**config.mk**
```make
export PLATFORM = sky130hd
export DESIGN_NAME = ps2_scancode_rx
export DESIGN_NICKNAME = d
export VERILOG_FILES = /design/src/rtl/ps2_pkg.sv /design/src/rtl/ps2_event_fifo.sv /design/src/rtl/ps2_scancode_rx.sv
export SDC_FILE = /design/constraint.sdc
export NUM_CORES = 1
export LEC_CHECK = 0
export CORE_AREA = 2 2 88 123
export DETAILED_ROUTE_END_ITERATION = 6
export DIE_AREA = 0 0 90 125
export PLACE_DENSITY = 0.77
export SYNTH_ARGS = -nofsm -noshare
export SYNTH_HDL_FRONTEND = slang
export SYNTH_SLANG_ARGS = --single-unit
export TNS_END_PERCENT = 50
```
**constraint.sdc**
```tcl
create_clock -name clk -period 2.85 [get_ports clk]
set_clock_uncertainty 0.2 [all_clocks]
set_input_delay 0.57 -clock clk [delete_from_list [all_inputs] [get_ports clk]]
set_output_delay 0.57 -clock clk [all_outputs]
set_load 0.05 [all_outputs]
```
**src/rtl/ps2_pkg.sv**
```systemverilog
// rtl/ps2_pkg.sv - shared constants, FSM state and event type for the PS/2 receiver
package ps2_pkg;
    localparam logic [7:0] PS2_PFX_EXT    = 8'hE0;
    localparam logic [7:0] PS2_PFX_BRK    = 8'hF0;
    localparam int         PS2_FRAME_BITS = 11;

    typedef enum logic [1:0] {
        ST_IDLE,
        ST_DATA,
        ST_PARITY,
        ST_STOP
    } ps2_state_e;

    typedef struct packed {
        logic       ext;
        logic       brk;
        logic [7:0] code;
    } ps2_event_t;

    localparam int PS2_EVENT_W = 10;
endpackage

```
**src/rtl/ps2_event_fifo.sv**
```systemverilog
// rtl/ps2_event_fifo.sv - synchronous event FIFO with wrap-bit pointers and sticky overflow
module ps2_event_fifo
    import ps2_pkg::*;
#(
    parameter int DEPTH = 8
) (
    input  logic       clk,
    input  logic       rst,
    input  logic       push,
    input  ps2_event_t push_data,
    input  logic       pop,
    output ps2_event_t head,
    output logic       full,
    output logic       empty,
    output logic       overflow
);
    localparam int AW = $clog2(DEPTH);

    logic [PS2_EVENT_W-1:0] mem_q [DEPTH];
    logic [AW:0]            wr_ptr_q, wr_ptr_d, rd_ptr_q, rd_ptr_d;
    logic                   overflow_q, overflow_d;
    logic                   do_push, do_pop;

    assign empty    = wr_ptr_q == rd_ptr_q;
    assign full     = (wr_ptr_q[AW] != rd_ptr_q[AW]) && (wr_ptr_q[AW-1:0] == rd_ptr_q[AW-1:0]);
    assign head     = ps2_event_t'(mem_q[rd_ptr_q[AW-1:0]]);
    assign overflow = overflow_q;

    always_comb begin
        do_pop     = pop && !empty;
        // A pop in the same cycle frees the slot, so a push at full still lands.
        do_push    = push && (!full || do_pop);
        wr_ptr_d   = wr_ptr_q;
        rd_ptr_d   = rd_ptr_q;
        overflow_d = overflow_q || (push && !do_push);
        if (do_push) wr_ptr_d = wr_ptr_q + 1'b1;
        if (do_pop)  rd_ptr_d = rd_ptr_q + 1'b1;
    end

    always_ff @(posedge clk) begin
        if (rst) begin
            wr_ptr_q   <= '0;
            rd_ptr_q   <= '0;
            overflow_q <= 1'b0;
        end else begin
            wr_ptr_q   <= wr_ptr_d;
            rd_ptr_q   <= rd_ptr_d;
            overflow_q <= overflow_d;
        end
    end

    always_ff @(posedge clk) begin
        if (do_push) mem_q[wr_ptr_q[AW-1:0]] <= push_data;
    end
endmodule

```
**src/rtl/ps2_scancode_rx.sv**
```systemverilog
// rtl/ps2_scancode_rx.sv - PS/2 keyboard receiver: line conditioning, framing, prefix folding, event FIFO
// Optional PS2_TYPEMATIC_SUPPRESS_EN: repeated make events of the held key are not pushed.
module ps2_scancode_rx
    import ps2_pkg::*;
#(
    parameter int SYNC_STAGES = 2,
    parameter int FILTER_LEN  = 8,
    parameter int TIMEOUT_CYC = 50000,
    parameter int FIFO_DEPTH  = 8
) (
    input  logic       clk,
    input  logic       rst,
    input  logic       ps2_clk,
    input  logic       ps2_dat,
    output logic [7:0] ev_code,
    output logic       ev_ext,
    output logic       ev_brk,
    output logic       ev_valid,
    input  logic       ev_ready,
    output logic       frame_err,
    output logic       overflow
);
    localparam int FW        = $clog2(FILTER_LEN + 1);
    localparam int TW        = $clog2(TIMEOUT_CYC + 1);
    localparam int DATA_BITS = PS2_FRAME_BITS - 3;

    logic [SYNC_STAGES-1:0] clk_sync_q, clk_sync_d, dat_sync_q, dat_sync_d;
    logic [FW-1:0]          flt_cnt_q, flt_cnt_d;
    logic                   flt_q, flt_d, strobe_q, strobe_d;
    logic                   clk_s, dat_s;
    ps2_state_e             state_q, state_d;
    logic [2:0]             bit_cnt_q, bit_cnt_d;
    logic [7:0]             shift_q, shift_d;
    logic                   par_q, par_d, frame_err_q, frame_err_d, byte_good;
    logic [TW-1:0]          tmo_q, tmo_d;
    logic                   ext_pend_q, ext_pend_d, brk_pend_q, brk_pend_d, push_q, push_d;
    ps2_event_t             ev_q, ev_d, fifo_head;
    logic                   fifo_full, fifo_empty;
`ifdef PS2_TYPEMATIC_SUPPRESS_EN
    logic                   held_valid_q, held_valid_d, held_ext_q, held_ext_d, held_hit;
    logic [7:0]             held_code_q, held_code_d;
    assign held_hit = held_valid_q && (held_ext_q == ext_pend_q) && (held_code_q == shift_q);
`endif

    assign clk_s = clk_sync_q[SYNC_STAGES-1];
    assign dat_s = dat_sync_q[SYNC_STAGES-1];

    always_comb begin
        clk_sync_d = {clk_sync_q[SYNC_STAGES-2:0], ps2_clk};
        dat_sync_d = {dat_sync_q[SYNC_STAGES-2:0], ps2_dat};
        flt_d      = flt_q;
        flt_cnt_d  = '0;
        strobe_d   = 1'b0;
        if (clk_s != flt_q) begin
            if (flt_cnt_q == FW'(FILTER_LEN - 1)) begin
                flt_d    = clk_s;
                strobe_d = flt_q;  // a flip away from 1 is a falling edge
            end else begin
                flt_cnt_d = flt_cnt_q + 1'b1;
            end
        end
    end

    always_comb begin
        state_d     = state_q;
        bit_cnt_d   = bit_cnt_q;
        shift_d     = shift_q;
        par_d       = par_q;
        tmo_d       = '0;
        byte_good   = 1'b0;
        frame_err_d = 1'b0;
        if (state_q != ST_IDLE && !strobe_q) tmo_d = tmo_q + 1'b1;
        if (strobe_q) begin
            case (state_q)
                ST_IDLE: if (!dat_s) begin
                    state_d   = ST_DATA;
                    bit_cnt_d = '0;
                end
                ST_DATA: begin
                    shift_d   = {dat_s, shift_q[7:1]};
                    bit_cnt_d = bit_cnt_q + 1'b1;
                    if (bit_cnt_q == 3'(DATA_BITS - 1)) state_d = ST_PARITY;
                end
                ST_PARITY: begin
                    par_d   = dat_s;
                    state_d = ST_STOP;
                end
                default: begin
                    byte_good   = dat_s && (^{shift_q, par_q});
                    frame_err_d = !byte_good;
                    state_d     = ST_IDLE;
                end
            endcase
        end else if (state_q != ST_IDLE && tmo_q == TW'(TIMEOUT_CYC - 1)) begin
            state_d     = ST_IDLE;
            frame_err_d = 1'b1;
        end
    end

    always_comb begin
        ext_pend_d = ext_pend_q;
        brk_pend_d = brk_pend_q;
        push_d     = 1'b0;
        ev_d       = ev_q;
`ifdef PS2_TYPEMATIC_SUPPRESS_EN
        held_valid_d = held_valid_q;
        held_ext_d   = held_ext_q;
        held_code_d  = held_code_q;
`endif
        if (frame_err_d) begin
            ext_pend_d = 1'b0;
            brk_pend_d = 1'b0;
        end else if (byte_good) begin
            if (shift_q == PS2_PFX_EXT) begin
                ext_pend_d = 1'b1;
            end else if (shift_q == PS2_PFX_BRK) begin
                brk_pend_d = 1'b1;
            end else begin
                ext_pend_d = 1'b0;
                brk_pend_d = 1'b0;
                push_d     = 1'b1;
                ev_d       = '{ext: ext_pend_q, brk: brk_pend_q, code: shift_q};
`ifdef PS2_TYPEMATIC_SUPPRESS_EN
                if (brk_pend_q) begin
                    if (held_hit) held_valid_d = 1'b0;
                end else if (held_hit) begin
                    push_d = 1'b0;
                end else begin
                    held_valid_d = 1'b1;
                    held_ext_d   = ext_pend_q;
                    held_code_d  = shift_q;
                end
`endif
            end
        end
    end

    always_ff @(posedge clk) begin
        if (rst) begin
            clk_sync_q  <= '1;
            dat_sync_q  <= '1;
            flt_q       <= 1'b1;
            flt_cnt_q   <= '0;
            strobe_q    <= 1'b0;
            state_q     <= ST_IDLE;
            bit_cnt_q   <= '0;
            shift_q     <= '0;
            par_q       <= 1'b0;
            tmo_q       <= '0;
            frame_err_q <= 1'b0;
            ext_pend_q  <= 1'b0;
            brk_pend_q  <= 1'b0;
            push_q      <= 1'b0;
            ev_q        <= '0;
`ifdef PS2_TYPEMATIC_SUPPRESS_EN
            held_valid_q <= 1'b0;
            held_ext_q   <= 1'b0;
            held_code_q  <= '0;
`endif
        end else begin
            clk_sync_q  <= clk_sync_d;
            dat_sync_q  <= dat_sync_d;
            flt_q       <= flt_d;
            flt_cnt_q   <= flt_cnt_d;
            strobe_q    <= strobe_d;
            state_q     <= state_d;
            bit_cnt_q   <= bit_cnt_d;
            shift_q     <= shift_d;
            par_q       <= par_d;
            tmo_q       <= tmo_d;
            frame_err_q <= frame_err_d;
            ext_pend_q  <= ext_pend_d;
            brk_pend_q  <= brk_pend_d;
            push_q      <= push_d;
            ev_q        <= ev_d;
`ifdef PS2_TYPEMATIC_SUPPRESS_EN
            held_valid_q <= held_valid_d;
            held_ext_q   <= held_ext_d;
            held_code_q  <= held_code_d;
`endif
        end
    end

    ps2_event_fifo #(.DEPTH(FIFO_DEPTH)) u_fifo (
        .clk       (clk),
        .rst       (rst),
        .push      (push_q),
        .push_data (ev_q),
        .pop       (ev_ready),
        .head      (fifo_head),
        .full      (fifo_full),
        .empty     (fifo_empty),
        .overflow  (overflow)
    );

    // Memory contents are unreset, so the head fields are masked while empty.
    assign ev_valid  = !fifo_empty;
    assign ev_code   = ev_valid ? fifo_head.code : 8'h00;
    assign ev_ext    = ev_valid && fifo_head.ext;
    assign ev_brk    = ev_valid && fifo_head.brk;
    assign frame_err = frame_err_q;
endmodule
```
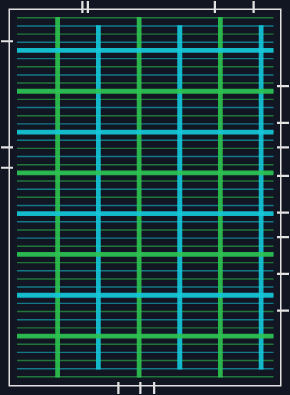
Fig. 1. Supply network (run 1).
Drawn at 3 px/µm. Pins as bars on the die edge.
VDD: marked cyan. VSS: marked green.
18 signal pins sit on the boundary. 8 straps on met5. 6 straps on met4. The core has 44 rows.
placeable core area: 10,200 µm²
Die W: 90 µm
Max VDD drop: 0.000501 V

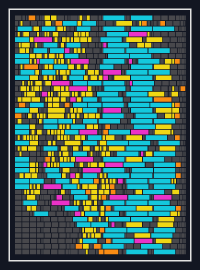
Fig. 2. Placement by cell class (run 1).
Drawn at 2 px/µm. Fill, decap, tap and diode cells in gray.
sequential cells: marked cyan, cells 146. remaining buffers and delay cells: marked orange, cells 32. clock drivers and dummy loads: marked magenta, cells 32. combinational and other logic: marked yellow, cells 285.
Util after Layout: 67.2%
Core Rows: 44

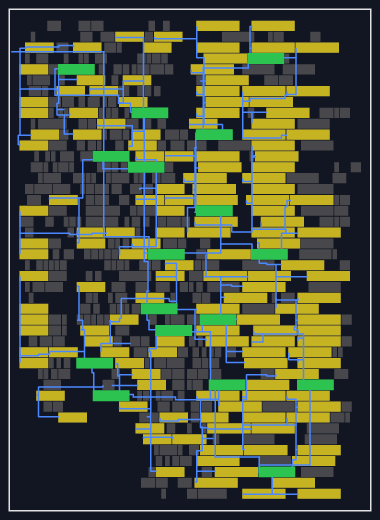
Fig. 3. Clock wires, drivers and flops (run 1).
Drawn at 4 px/µm.
flip-flops: marked yellow, count 146. clock wires: marked blue, length 1,540 µm. clock drivers: marked green, count 17.
Position of the flops: spread over the die. There are 18 routed clock nets.
Clock power frac: 46.4%
Clk power: 1.93 mW
Latency at later pin: 0.42 ns

==> reports/metrics.yaml, run 1 <==
grt_pass1_vias: 3717
fin_area_um2: 6880
power_leader: "registers"
ys.warnings.count: 0
p_int_mw: 3.32
largest_reg_flops: 80
tns_ns: 0
dp_hpwl_um: 7500
antenna_found_initial: 0
worstPathMaxFanout: 10
finalWorstSetupSlack_ns: 0.0837
cap_violations: 0
openroad.warnings: 30
grt_use_met2_pct: 39.2
initCoreUtil_pct: 58.2
drt-met1-wl_um: 4030
crit_end: "ev_code[6]"
cts_tree: "yes"
hold_slack_ns: 0.210
top_layer_used: "met4"
drive_gt1_share_pct: 17.6
comb_power_share_pct: 0.7
grt.met3_usage_pct: 5.30
crit_slowest_cell: "mux4_2"
synthMuxAreaShare_pct: 11.2
pwr_density_cell_nw_per_um2: 605
min_to: "dat_sync_q[1]"
fp_nets: 468
maxSlewHeadroom_pct: 22.9
cts-root-buf: "clkbuf_16"
via_per_inst: 5.55
max_freq_mhz: 361
fa_ha_area_share_pct: 2.31
fin_cells: 633
critical_path.max_stage_delay_ns: 0.55
grt_usage_pct: 20.9
tightest_slew_ns: 1.15
synth_cell_types: 46
comb_cell_power_mw: 0.0299
power_leakage_nw: 2.13
dr.first_iter.drc_count: 301
synthFlopType: "edfxtp_1"
switching_share_pct: 20.3
fillCellCount: 744
p_switching_mw: 0.845
grt.busiest_layer: "met2"
ys_ff: 146
start_kind: "register"
ys_area_um2: 5960
clkSlewWorstSetupHoldPaths_ns: 0.06
synthAoiAreaFrac_pct: 3.88
grt_max_degree: 52
syn_avg_cell_area_um2: 13.2
crit_chain: "buf_12, mux4_2, mux2i_1, nor2_1, buf_4"
dp.cells: 600
crit_arrival_ns: 2.00
netlist_instances: 452
gr-total-overflow: 0
antenna_cells: 0
hold_depth: 1
dieArea_um2: 11300
status: "completed"
drv_slew: 0
wl_met3_um: 335
nets: 498
logic_family: "simple AND/OR/NAND/NOR gates"
power_frac_seq_pct: 52.9
numPortBuffers: 17
min_from: "dat_sync_q[0]"
dr.pass1.iters: 4
postCtsSetupRepairBufs: 0
ant_nets: 0
run 1: synthesized netlist by cell type (all sizes together) (3+ instances only):
cell type | instances | area (µm²)
and3 | 4 | 25.0
mux2i | 22 | 220
nor2 | 48 | 180
inv | 9 | 33.8
edfxtp | 80 | 2400
or3 | 5 | 31.3
a21oi | 21 | 105
nand2 | 25 | 93.8
xor2 | 14 | 123
nand3 | 20 | 100
nand4 | 5 | 31.3
mux4 | 20 | 450
buf | 4 | 25.0
clkbuf | 17 | 63.8
nor3b | 3 | 27.5
nor3 | 7 | 35.0
o21ai | 7 | 35.0
or2 | 8 | 50.1
nor4 | 3 | 18.8
xnor2 | 12 | 105
dfxtp | 66 | 1320
nand2b | 18 | 113
ha | 11 | 138
run 1: layout make-up:
class / instances / area, µm² / area share, %
multi-input cells: 276 / 2130 / 30.9
clock inverters: 13 / 88.8 / 1.29
clock buffers: 19 / 433 / 6.29
flip-flops and latches: 146 / 3730 / 54.2
inverters: 9 / 33.8 / 0.491
repair buffers: 32 / 298 / 4.33
well taps: 138 / 173 / 2.51
run 1: layout by cell type (no fill, tap or decap), drive strengths merged, types with 2 or more instances in the layout:
master         count
a21oi             21
a32oi              2
and3               4
and4               2
buf               25
clkbuf            20
clkdlybuf4s50      6
clkinv             7
clkinvlp           5
dfxtp             66
edfxtp            80
ha                11
inv               10
mux2i             22
mux4              20
nand2             25
nand2b            18
nand3             20
nand4              5
nor2              48
nor3               7
nor3b              3
nor4               3
nor4b              2
o211ai             2
o21a               2
o21ai              7
or2                8
or3                5
xnor2             12
xnor3              2
xor2              14
run 1: worst max-delay path, delay by kind of cell, from the launching register on:
family | cells | cell delay, ns
and+or+nand+nor | 1 | 0.07
DFF | 1 | 0.40
muxes | 2 | 0.75
buffers and inverters | 2 | 0.35
==> run 2: changes to the inputs <==
Settings changed: CTS_CLUSTER_DIAMETER from default to 200.
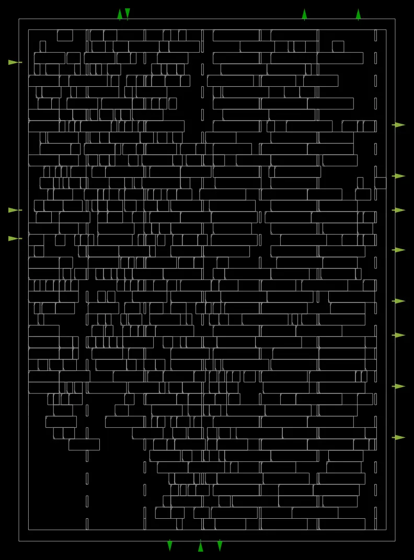
Fig. 4. Cell outlines without signal wires (run 2).
flop share of the area: 54.2%
number of fill cells: 744
flop count: 146
tap cells: 138
Final Non-Filler Cells: 633

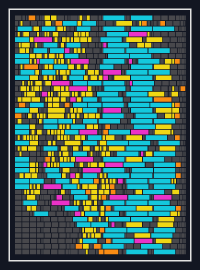
Fig. 5. Placement by cell class (run 2).
Drawn at 2 px/µm. Fill, decap, tap and diode cells in gray.
combinational and other logic: marked yellow, cells 285. sequential cells: marked cyan, cells 146. remaining buffers and delay cells: marked orange, cells 32. clock drivers and dummy loads: marked magenta, cells 32.

==> run 2 against run 1 <==
Net effect: setup slack is the same; power is the same; final area is the same; critical path depth is the same; largest power group unchanged; routed wire length is the same; sequential cell count is the same; largest cell class unchanged.
==> reports/metrics.yaml, run 2 <==
netlist.area_leader.share_pct: 40.3  # unchanged
critPathCaptureType: "primary output"  # unchanged
clock.latency.late_pin_ns: 0.42  # about the same
nets: 498  # unchanged
cts-root-buf: "clkbuf_16"  # unchanged
ys_ff: 146  # unchanged
switching_share_pct: 20.3  # unchanged
place.gp.congestion: 0.752  # unchanged
cts_buffer_depth: 2  # unchanged
syn_avg_cell_area_um2: 13.2  # unchanged
crit_type: "register to primary output"  # unchanged
comb_cell_power_mw: 0.0299
postCtsSetupRepairBufs: 0  # unchanged
top_cells_by_area: "edfxtp_1 (40%), dfxtp_1 (22%), mux4_2 (7.6%), mux2i_1 (3.7%), nor2_1 (3.0%)"  # unchanged
dp.cells: 600  # unchanged
fp.coreArea_um2: 10200  # unchanged
worstPathMaxFanout: 10  # unchanged
antenna_found_initial: 0  # unchanged
wl_met3_um: 335  # unchanged
drv_slew: 0  # unchanged
grt_max_degree: 52  # unchanged
synth_cell_types: 46  # unchanged
tns_ns: 0  # unchanged
wire_per_inst_um: 17.4  # unchanged
dr_wl_met2_um: 6160  # unchanged
yosys_cells: 452  # unchanged
largest_area_cell: "edfxtp_1"  # unchanged
synth_top_cell_by_count: "edfxtp_1"  # unchanged
p_switching_mw: 0.845  # unchanged
drt-met1-wl_um: 4030  # unchanged
start_kind: "register"  # unchanged
cts_made_buffers: 17  # unchanged
hold_slack_ns: 0.210  # unchanged
ys_seq_share_pct: 62.4  # unchanged
ioPinCount: 18  # unchanged
crit_arrival_ns: 2.00  # about the same
fp_nets: 468  # unchanged
grt_pass1_vias: 3717  # unchanged
status: "completed"  # unchanged
netlist_area_um2: 5960  # unchanged
cap_violations: 0  # unchanged
synthArstFlopShare_pct: 0  # unchanged
pwr_density_cell_nw_per_um2: 605  # unchanged
clkSlewWorstSetupHoldPaths_ns: 0.06  # about the same
dieArea_um2: 11300  # unchanged
htreeDepth: 4  # unchanged
critPathRequiredTime_ns: 2.08  # about the same
gr-total-overflow: 0  # unchanged
cts_resized: 0  # unchanged
largest_reg_flops: 80  # unchanged
finalWorstSetupSlack_ns: 0.0837  # unchanged
setup_violations: 0  # unchanged
power_leader: "registers"  # unchanged
die_h_um: 125  # unchanged
cts_tree: "yes"  # unchanged
tightest_slew_ns: 1.15  # unchanged
grt_usage_pct: 20.9  # unchanged
top_layer_used: "met4"  # unchanged
edf_count: 80  # unchanged
numPortBuffers: 17  # unchanged
openroad.warnings: 30  # unchanged
antenna_cells: 0  # unchanged
drc: 0  # unchanged
lay_top_count: "edfxtp_1"  # unchanged
comb_power_share_pct: 0.7  # about the same
drive_gt1_share_pct: 17.6  # unchanged
num_vias: 3512  # unchanged
min_path_type: "register to register"  # unchanged
grt_pass1_wl_um: 17900  # unchanged
dp_hpwl_um: 7500  # unchanged
placementRows: 44  # unchanged
power_leakage_nw: 2.13  # unchanged
hold_viol_final: 0  # unchanged
rsz0062_at_grt: "false"  # unchanged
drt-total-wl_um: 11000  # unchanged
power_frac_seq_pct: 52.9  # about the same
dr.pass1.iters: 4  # unchanged
clkPwrFrac_pct: 46.4  # about the same
fin_crit_ns: 2.77  # unchanged
synthFlopType: "edfxtp_1"  # unchanged
area_growth_pct: 15.4  # unchanged
layout_top_cells: "edfxtp_1 (80), dfxtp_1 (65), nor2_1 (48), nand2_1 (25), buf_4 (23)"  # unchanged
clock-sinks: 146  # unchanged
ys_area_um2: 5960  # unchanged
hold_buffers: 0  # unchanged
p_seq_mw: 2.20  # about the same
ant_nets: 0  # unchanged
netlist_instances: 452  # unchanged
initCoreUtil_pct: 58.2  # unchanged
pre_cts_slack_ns: -0.295  # unchanged
fp.dieW_um: 90  # unchanged
max_freq_mhz: 361  # unchanged
p_int_mw: 3.32  # unchanged
common_cells: "edfxtp_1 (80), dfxtp_1 (66), nor2_1 (48), nand2_1 (25), mux2i_1 (22)"  # unchanged
ys.warnings.count: 0  # unchanged
maxSlewHeadroom_pct: 22.9  # unchanged
via_per_inst: 5.55  # unchanged
dr.first_iter.drc_count: 301  # unchanged
clock_net_power_mw: 1.93  # about the same
period_used_pct: 97.1  # unchanged
vdd_drop_max_v: 0.000501  # unchanged
-- run 2: cells by family (layout without fill, tap and decap cells) --
family / Yosys count / after routing / share of synthesized area [%]
and+or+nand+nor: 155 / 155 / 13.1
muxes: 42 / 42 / 11.2
AOI/OAI and AO/OA: 39 / 39 / 3.88
xor gates and xnor gates: 29 / 29 / 4.97
adders and majority gates: 11 / 11 / 2.31
buffers and inverters: 30 / 73 / 2.06
DFF: 146 / 146 / 62.4
-- run 2: stage by stage --
stage          cell area, µm²  utilization [%]  power [mW]
5_1_grt                  6880             67.2        4.28
3_3_place_gp             6330             61.8        2.28
4_1_cts                  6850             66.9        4.19
6_report                 6880             67.2        4.16
2_1_floorplan            5960                -        2.26
3_5_place_dp             6330             61.8        2.28
-- run 2: worst paths after layout --
| kind | from | endpoint | slack (ns) | depth (start not counted) |
|---|---|---|---|---|
| setup / recovery | register | ev_code[6] | 0.08 | 5 |
| hold / removal | dat_sync_q[0] | dat_sync_q[1] | 0.21 | 1 |
| setup reg to reg | u_fifo.wr_ptr_q[2] | u_fifo.mem_q[0][4] | 0.32 | 5 |
| hold reg to reg | dat_sync_q[0] | dat_sync_q[1] | 0.21 | 1 |
-- run 2: critical path, stage by stage, from the launching register on --
cell and delay (ns):
dfxtp_4 0.40, buf_12 0.16, mux4_2 0.55, mux2i_1 0.20
nor2_1 0.07, buf_4 0.19
-- run 2: routing by layer --
metal | track usage (%) | vias up
met4 | 10.6 | 0
met2 | 39.2 | 71
met5 | 0 | -
met3 | 5.30 | 30
li1 | - | 1703
met1 | 21.2 | 1708
-- run 2: cell type report --
cell class	instances	area [µm²]
clock buffer	19	433
tap	138	173
fill	744	3360
clock inverter	13	88.8
sequential	146	3730
multi-input combinational	276	2130
timing repair buffer	32	298
inverter	9	33.8
==> run 3: changes to the inputs <==
Settings changed: CTS_CLUSTER_SIZE from default to 24, SKIP_CTS_REPAIR_TIMING from default to 1.
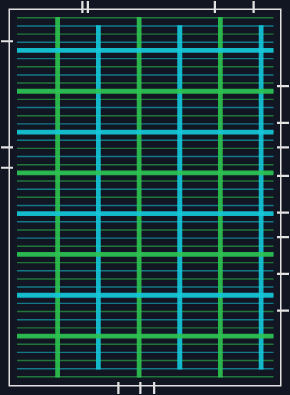
Fig. 6. Supply network (run 3).
Drawn at 3 px/µm. Pins as bars on the die edge.
VDD: marked cyan. VSS: marked green.
18 signal pins sit on the boundary. 8 straps on met5.

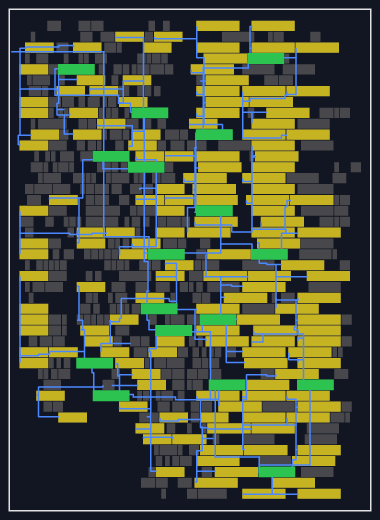
Fig. 7. Clock wires, drivers and flops (run 3).
Drawn at 4 px/µm.
flip-flops: marked yellow, count 146. clock wires: marked blue, length 1,540 µm. clock drivers: marked green, count 17.
Position of the flops: spread over the die. There are 18 routed clock nets.

==> run 3 against run 2 <==
Net effect: non-clock buffer count did not move; power unchanged; first-iteration DRC count unchanged; synthesized cell count unchanged; routed wire length did not move; largest cell class unchanged.
==> reports/metrics.yaml, run 3 <==
numPortBuffers: 17  # unchanged
period_used_pct: 97.1  # unchanged
dr.pass1.iters: 4  # unchanged
clkPwrFrac_pct: 46.4  # about the same
maxSlewHeadroom_pct: 22.9  # unchanged
common_cells: "edfxtp_1 (80), dfxtp_1 (66), nor2_1 (48), nand2_1 (25), mux2i_1 (22)"  # unchanged
cts_buffer_depth: 2  # unchanged
clock.latency.late_pin_ns: 0.42  # about the same
dr.first_iter.drc_count: 301  # unchanged
ant_nets: 0  # unchanged
cts-root-buf: "clkbuf_16"  # unchanged
placed_cell_area_um2: 6330  # unchanged
edf_count: 80  # unchanged
syn_avg_cell_area_um2: 13.2  # unchanged
drv_slew: 0  # unchanged
cts_tree: "yes"  # unchanged
hold_slack_ns: 0.210  # unchanged
start_kind: "register"  # unchanged
cts_made_buffers: 17  # unchanged
p_int_mw: 3.32  # unchanged
rr_endpoint: "u_fifo.mem_q[0][4]"  # unchanged
max_freq_mhz: 361  # unchanged
grt_pass1_wl_um: 17900  # unchanged
netlist_instances: 452  # unchanged
layout_top_cells: "edfxtp_1 (80), dfxtp_1 (65), nor2_1 (48), nand2_1 (25), buf_4 (23)"  # unchanged
drive_gt1_share_pct: 17.6  # unchanged
drt-total-wl_um: 11000  # unchanged
power_leakage_nw: 2.13  # unchanged
placementRows: 44  # unchanged
largest_area_cell: "edfxtp_1"  # unchanged
hold_depth: 1  # unchanged
grt_usage_pct: 20.9  # unchanged
p_switching_mw: 0.845  # unchanged
finalWorstSetupSlack_ns: 0.0837  # unchanged
setup_violations: 0  # unchanged
drc: 0  # unchanged
vdd_drop_max_v: 0.000501  # unchanged
fin_cells: 633  # unchanged
status: "completed"  # unchanged
rsz0062_at_grt: "false"  # unchanged
dieArea_um2: 11300  # unchanged
initCoreUtil_pct: 58.2  # unchanged
reg2regPathDepth: 5  # unchanged
synth_top_cell_by_count: "edfxtp_1"  # unchanged
grt_max_degree: 52  # unchanged
openroad.warnings: 30  # unchanged
synthFlopType: "edfxtp_1"  # unchanged
via_per_inst: 5.55  # unchanged
crit_end: "ev_code[6]"  # unchanged
fin_util_pct: 67.2  # unchanged
comb_area_um2: 2130  # unchanged
critPathCaptureType: "primary output"  # unchanged
fillCellCount: 744  # unchanged
synth_cell_types: 46  # unchanged
die_h_um: 125  # unchanged
clkSlewWorstSetupHoldPaths_ns: 0.06  # about the same
top_cells_by_area: "edfxtp_1 (40%), dfxtp_1 (22%), mux4_2 (7.6%), mux2i_1 (3.7%), nor2_1 (3.0%)"  # unchanged
htreeDepth: 4  # unchanged
ys.warnings.count: 0  # unchanged
pwr_density_cell_nw_per_um2: 605  # unchanged
cap_violations: 0  # unchanged
min_path_type: "register to register"  # unchanged
largest_reg_flops: 80  # unchanged
num_vias: 3512  # unchanged
ys_area_um2: 5960  # unchanged
pre_cts_slack_ns: -0.295  # unchanged
nets: 498  # unchanged
critPathRequiredTime_ns: 2.08  # about the same
reg2reg_from: "u_fifo.wr_ptr_q[2]"  # unchanged
lay_top_count: "edfxtp_1"  # unchanged
worstPathMaxFanout: 10  # unchanged
fp_nets: 468  # unchanged
clock-sinks: 146  # unchanged
## run 3: cell type report
class,instances,share of cell area (%)
well taps,138,2.51
clock buffers,19,6.29
repair buffers,32,4.33
inverters,9,0.491
multi-input cells,276,30.9
flip-flops and latches,146,54.2
clock inverters,13,1.29
## run 3: kinds of logic after synthesis
family	synth area share (%)
AND-OR/OR-AND	3.88
XOR/XNOR	4.97
adder cells (fa/ha/maj)	2.31
buffers and inverters	2.06
flip-flops	62.4
multiplexers	11.2
AND/OR/NAND/NOR	13.1
## run 3: routing by layer
layer | up-vias | share of wire [%] | global-route usage [%]
met2 | 71 | 56 | 39.2
met5 | - | 0 | 0
met3 | 30 | 3.0 | 5.30
met1 | 1708 | 37 | 21.2
met4 | 0 | 4.3 | 10.6
li1 | 1703 | - | -
## run 3: how the worst min path moves through the flow
stage | from | endpoint | slack [ns]
finish | dat_sync_q[0] | dat_sync_q[1] | 0.21
CTS | dat_sync_q[0] | dat_sync_q[1] | 0.21
detailed placement | dat_sync_q[0] | dat_sync_q[1] | 0.20
floorplan | clk_sync_q[0] | clk_sync_q[1] | 0.19
global route | dat_sync_q[0] | dat_sync_q[1] | 0.22
global placement | dat_sync_q[0] | dat_sync_q[1] | 0.19
## run 3: worst max-delay path: stages (launching register included)
cell and delay [ns]:
dfxtp_4 0.40, buf_12 0.16, mux4_2 0.55, mux2i_1 0.20
nor2_1 0.07, buf_4 0.19
## run 3: power by group through the flow
stage / combinational, mW / clock, mW / sequential (mW)
2_1_floorplan: 0.0170 / 0 / 2.25
3_3_place_gp: 0.0293 / 0 / 2.25
3_5_place_dp: 0.0302 / 0 / 2.25
4_1_cts: 0.0302 / 1.95 / 2.20
5_1_grt: 0.0324 / 2.05 / 2.20
6_report: 0.0299 / 1.93 / 2.20
Power and IR drop assume default switching activity.
